$ cat config.mk
export PLATFORM = sky130hd
export DESIGN_NAME = rf_write_arbiter
export DESIGN_NICKNAME = d
export VERILOG_FILES = /design/src/rtl/rf_write_arbiter.sv
export SDC_FILE = /design/constraint.sdc
export NUM_CORES = 1
export LEC_CHECK = 0
export ABC_AREA = 1
export CAP_MARGIN = 20
export CORE_MARGIN = 2
export CORE_UTILIZATION = 35
export DETAILED_ROUTE_END_ITERATION = 7
export GPL_TIMING_DRIVEN = 0
export PLACE_DENSITY_LB_ADDON = 0.12
export SYNTH_ARGS = -nofsm -noshare
export SYNTH_HDL_FRONTEND = slang
export SYNTH_SLANG_ARGS = --single-unit
$ cat constraint.sdc
create_clock -name clk -period 1.9 [get_ports clk]
set_input_delay 0.38 -clock clk [delete_from_list [all_inputs] [get_ports clk]]
set_output_delay 0.38 -clock clk [all_outputs]
set_load 0.1 [all_outputs]
$ cat src/rtl/rf_write_arbiter.sv
// rf_write_arbiter
//   Shares the single register-file write port between NREQ writeback
//   requesters. One requester is granted per cycle in round-robin order and
//   its address/data are registered onto the write port one cycle later.
//   Writes to x0 are consumed but never enabled; flush blocks the current
//   grant.
//
// Ports
//   clk        clock, all state updates on the rising edge
//   rst        synchronous active-high reset, dominates flush and requests
//   flush      blocks grants this cycle (wr_en is 0 on the next cycle)
//   req_valid  per-requester write request
//   req_addr   requester i destination register at [i*AW +: AW]
//   req_data   requester i write data at [i*XLEN +: XLEN]
//   req_ready  one-hot (or zero) grant, combinational from req_valid
//   wr_en      registered register-file write enable
//   wr_addr    registered register-file write address
//   wr_data    registered register-file write data
//   grant_id   registered index of the requester behind the current wr_*
module rf_write_arbiter #(
    parameter int unsigned NREQ = 3,
    parameter int unsigned XLEN = 32,
    parameter int unsigned AW   = 5
) (
    input  logic                   clk,
    input  logic                   rst,
    input  logic                   flush,
    input  logic [NREQ-1:0]        req_valid,
    input  logic [NREQ*AW-1:0]     req_addr,
    input  logic [NREQ*XLEN-1:0]   req_data,
    output logic [NREQ-1:0]        req_ready,
    output logic                   wr_en,
    output logic [AW-1:0]          wr_addr,
    output logic [XLEN-1:0]        wr_data,
    output logic [1:0]             grant_id
);

    localparam int unsigned PW = 2;

    logic [PW-1:0]   ptr_q,      ptr_d;
    logic            wr_en_q,    wr_en_d;
    logic [AW-1:0]   wr_addr_q,  wr_addr_d;
    logic [XLEN-1:0] wr_data_q,  wr_data_d;
    logic [PW-1:0]   grant_id_q, grant_id_d;

    logic            found;
    logic [PW-1:0]   win_idx;
    logic            grant_vld;
    logic [AW-1:0]   sel_addr;
    logic [XLEN-1:0] sel_data;

    // Round-robin search: first pass covers ptr..NREQ-1, the second pass only
    // matters when nothing matched there, so its lowest hit is the wrap-around
    // winner below ptr.
    always_comb begin
        found   = 1'b0;
        win_idx = '0;
        for (int unsigned i = 0; i < NREQ; i++) begin
            if (!found && (i >= 32'(ptr_q)) && req_valid[i]) begin
                found   = 1'b1;
                win_idx = PW'(i);
            end
        end
        for (int unsigned i = 0; i < NREQ; i++) begin
            if (!found && req_valid[i]) begin
                found   = 1'b1;
                win_idx = PW'(i);
            end
        end
    end

    // Reset and flush both veto the grant.
    always_comb begin
        grant_vld = found && !rst && !flush;
        req_ready = '0;
        if (grant_vld) begin
            req_ready = NREQ'(1) << win_idx;
        end
    end

    // Winner payload mux.
    always_comb begin
        sel_addr = '0;
        sel_data = '0;
        for (int unsigned i = 0; i < NREQ; i++) begin
            if (win_idx == PW'(i)) begin
                sel_addr = req_addr[i*AW +: AW];
                sel_data = req_data[i*XLEN +: XLEN];
            end
        end
    end

    // Next state: pointer moves past the winner; write port holds its payload
    // when idle, and x0 targets are consumed without enabling the write.
    always_comb begin
        ptr_d      = ptr_q;
        wr_en_d    = 1'b0;
        wr_addr_d  = wr_addr_q;
        wr_data_d  = wr_data_q;
        grant_id_d = grant_id_q;
        if (grant_vld) begin
            ptr_d      = (win_idx == PW'(NREQ - 1)) ? '0 : win_idx + PW'(1);
            wr_en_d    = (sel_addr != '0);
            wr_addr_d  = sel_addr;
            wr_data_d  = sel_data;
            grant_id_d = win_idx;
        end
    end

    always_ff @(posedge clk) begin
        if (rst) begin
            ptr_q      <= '0;
            wr_en_q    <= 1'b0;
            wr_addr_q  <= '0;
            wr_data_q  <= '0;
            grant_id_q <= '0;
        end else begin
            ptr_q      <= ptr_d;
            wr_en_q    <= wr_en_d;
            wr_addr_q  <= wr_addr_d;
            wr_data_q  <= wr_data_d;
            grant_id_q <= grant_id_d;
        end
    end

    assign wr_en    = wr_en_q;
    assign wr_addr  = wr_addr_q;
    assign wr_data  = wr_data_q;
    assign grant_id = grant_id_q;

endmodule

Run 1, power grid:
Scale: 4 px per um. Pins as bars on the die edge.
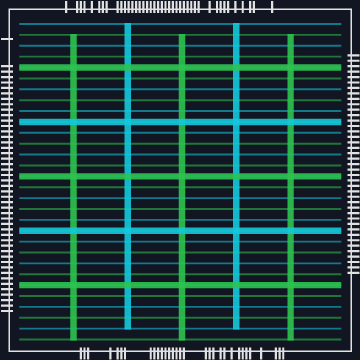
Key: green = VSS; cyan = VDD
160 signal pins sit on the boundary. 30 met1 rails follow the rows. 5 straps on met5.
vertical die dimension: 85.1 um
core area: 0.00635 mm2
Worst VDD drop: 560 uV
die width: 85.1 um

Run 1, cell classes on the final placement:
Scale: 3 px per um. Fill, decap, tap and diode cells in grey.
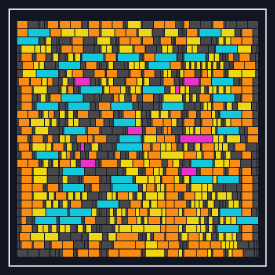
Key: magenta = clock drivers and dummy loads [cells 8, share of their area 2.4%]; cyan = sequential cells [cells 42, share of their area 19%]; orange = remaining buffers and delay cells [cells 208, share of their area 45%]; yellow = combinational and other logic [cells 234, share of their area 33%]

==> run_results.csv, run 1 <==
group,metric,value,unit
sta,whs,0.466,ns
logic_synthesis,xor_share,0,%
outcome,violations,"negative setup slack",
final_layout,clockNetworkAreaShare,2.37,%
sta,finalWorstSetupSlack,-0.300,ns
global_route,grt_max_degree,13,
sta,tightestPinTransition,0.987,ns
clocking,clock_sinks,42,
final_layout,comb_cells,218,
final_layout,final_cell_count_no_fill,569,
worst_setup_path,ff2ff_setup_slack,-0.01,ns
logic_synthesis,yosysCellCount,299,
route,antenna_left,0,
worst_setup_path,crit_cells,11,
final_layout,lay_top_count,"clkdlybuf4s50_1",
clocking,ctsHoldBuffers,0,
pwr,power.internal,1.93,mW
sta,final-setup-viol-count,4,
logic_synthesis,logic_family,"AND-OR/OR-AND gates",
pwr,p_switching,1.44,mW
outcome,outcome,"complete, but fails checks",
clocking,cts_max_level,2,
placed_design,placed_area,0.00402,mm2
Run 1, routed clock nets over the placement:
Scale: 6 px per um.
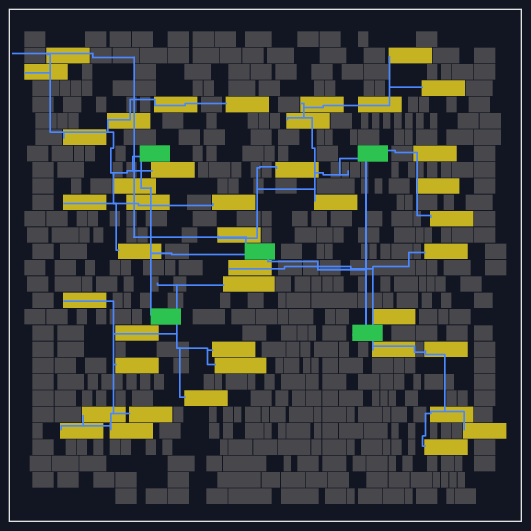
Key: blue = clock wires [length 595 um]; green = clock drivers [count 5]; yellow = flip-flops [count 42]
There are 6 routed clock nets. Position of the flops: spread over the die.
Clock Skew: 0.00721 ns
clock share of power: 21.1%
Worst-Skew Late Latency: 0.30 ns
clock-net power: 0.710 mW

Run 1, routed metal, one colour a layer:
Scale: 4 px per um. Two of the layers only.
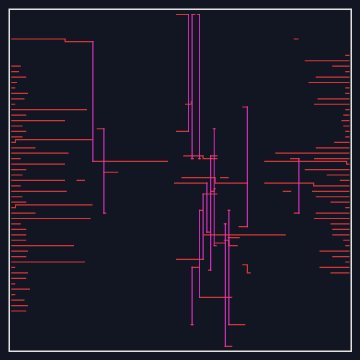
Key: magenta = metal 4 [wire length 377 um]; red = metal 3 [wire length 683 um]
routed wire length: 8.95 mm
DR WL/cell: 15.7 um
gr usage total: 24.6%

==> run 1 -> run 2 <==
--- a/config.mk
+++ b/config.mk
@@ -9,8 +9,10 @@
 export CAP_MARGIN = 20
 export CORE_MARGIN = 2
-export CORE_UTILIZATION = 35
+export CORE_UTILIZATION = 36
+export CTS_BUF_LIST = sky130_fd_sc_hd__clkbuf_4
 export DETAILED_ROUTE_END_ITERATION = 7
 export GPL_TIMING_DRIVEN = 0
 export PLACE_DENSITY_LB_ADDON = 0.12
+export SKIP_LAST_GASP = 1
 export SYNTH_ARGS = -nofsm -noshare
 export SYNTH_HDL_FRONTEND = slang
==> constraint.sdc (replaced) <==
create_clock -name clk -period 1.9 [get_ports clk]
set_input_delay 0.475 -clock clk [delete_from_list [all_inputs] [get_ports clk]]
set_output_delay 0.475 -clock clk [all_outputs]
set_load 0.1 [all_outputs]
Run 2, routed metal, one colour a layer:
Scale: 4 px per um. Two of the layers only.
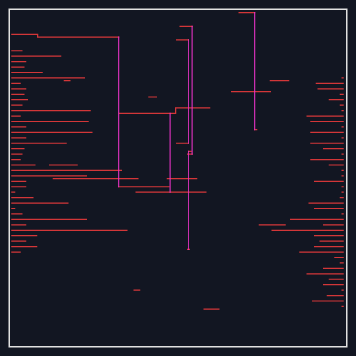
Key: magenta = metal 4 [wire length 169 um]; red = metal 3 [wire length 659 um]
routed wire length: 8.41 mm
gr usage total: 23.9%
via count: 2846
DR WL/cell: 15.2 um

==> run 2 against run 1 <==
  * The run still ends with negative setup slack left
  * Global-route usage shrank 0.69 points
  * Routed wire length shrank 6.1%
  * Largest power group unchanged
  * Critical endpoint is now req_ready[1]
  * Synthesized area is the same
  * Cell count shrank 2.5%
  * First-iteration DRC count grew 4.5%
  * Synthesized cell count is the same
  * Via count shrank 3.4%
  * Non-clock buffer count shrank 13
  * Critical path type is now in -> out
  * Die area shrank 2.6%
==> run_results.csv, run 2 <==
group,metric,value,unit
outcome,outcome,"complete, but fails checks",
outcome,violations,"negative setup slack",
sta,tightestPinTransition,0.574,ns
final_layout,comb_cells,218,
logic_synthesis,logic_family,"AND-OR/OR-AND gates",
sta,fin_skew,0.00788,ns
logic_synthesis,synth_cell_types,24,
logic_synthesis,avgSynthCellArea,7.70,um2
floorplanning,die_x,84.0,um
sta,finalWorstSetupSlack,-0.410,ns
final_layout,final_cell_count_no_fill,555,
final_layout,clockNetworkAreaShare,1.62,%
route,antenna_left,0,
clocking,cts_max_level,2,
clocking,ctsHoldBuffers,0,
placed_design,placed_area,0.00408,mm2
clocking,postCtsSetupBuffers,14,
clocking,clock_sinks,42,
sta,max_freq,433,MHz
pwr,p_switching,1.39,mW
logic_synthesis,yosysCellCount,299,
pwr,clock_power,0.556,mW
pwr,irDropWorstVdd,407,uV
sta,final-setup-viol-count,15,
pwr,power.internal,1.80,mW
final_layout,lay_top_count,"clkdlybuf4s50_1",
logic_synthesis,ys_seq_share,36.5,%
clocking,clock_latency,0.35,ns
logic_synthesis,xor_share,0,%
final_layout,fillCellCount,540,
floorplanning,core_region_area,0.00628,mm2
==> run 2 -> run 3 <==
CORE_UTILIZATION = 35   (was 36)
CTS_BUF_LIST = sky130_fd_sc_hd__clkbuf_8 sky130_fd_sc_hd__clkbuf_16   (was sky130_fd_sc_hd__clkbuf_4)
Run 3, power grid:
Scale: 4 px per um. Pins as bars on the die edge.
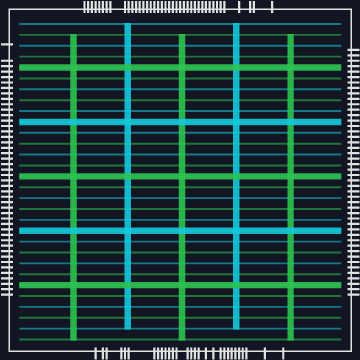
Key: green = VSS; cyan = VDD
5 straps on met4. 160 signal pins sit on the boundary. 30 met1 rails follow the rows.

==> run 3 against run 2 <==
  * The flow still finishes with violations (negative setup slack)
  * Non-clock buffer count is 6 lower
  * Sequential power hardly changed
  * Setup slack better by 0.095 ns
  * Combinational power hardly changed
  * Largest power group unchanged
  * Fmax is 4.3% higher
  * Design area is 0.77% lower
  * Global-route usage is 1.6 points lower
  * Sequential share of layout area is 0.092 points higher
  * Flip-flop count stayed put
  * First-iteration DRC count is 6.8% higher
  * Hold slack worse by 0.012 ns
  * Die area is 2.7% higher
  * Critical path type is now reg -> out
==> run_results.csv, run 3 <==
group,metric,value,unit
floorplanning,die_x,85.1,um
sta,finalWorstSetupSlack,-0.314,ns
sta,final-setup-viol-count,3,
logic_synthesis,synth_cell_types,24,
floorplanning,die_y,85.1,um
final_layout,fillCellCount,536,
worst_setup_path,crit_cells,10,
pwr,p_switching,1.40,mW
final_layout,lay_top_count,"clkdlybuf4s50_1",
final_layout,comb_cells,218,
logic_synthesis,logic_family,"AND-OR/OR-AND gates",
route,vias,2793,
final_layout,final_cell_count_no_fill,550,
final_layout,clockNetworkAreaShare,2.18,%
clocking,postCtsSetupBuffers,10,
logic_synthesis,avgSynthCellArea,7.70,um2
clocking,cts_max_level,2,
outcome,outcome,"complete, but fails checks",
clocking,clock_latency,0.29,ns
sta,tightestPinTransition,0.574,ns
outcome,violations,"negative setup slack",
pwr,clkPwrFrac,18.6,%
sta,whs,0.470,ns
route,routedWlPerCell,14.8,um
route,routed_wl,8.17,mm
logic_synthesis,ys_seq_share,36.5,%
global_route,grt_max_degree,15,
sta,fin_skew,0.0113,ns
pwr,power.internal,1.81,mW
placed_design,placed_area,0.00408,mm2
pwr,clock_power,0.598,mW
sta,max_freq,452,MHz
floorplanning,core_region_area,0.00635,mm2
logic_synthesis,yosysCellCount,299,
logic_synthesis,xor_share,0,%
clocking,clock_sinks,42,
Power figures rest on the tool's default switching activity, not on a simulated workload.
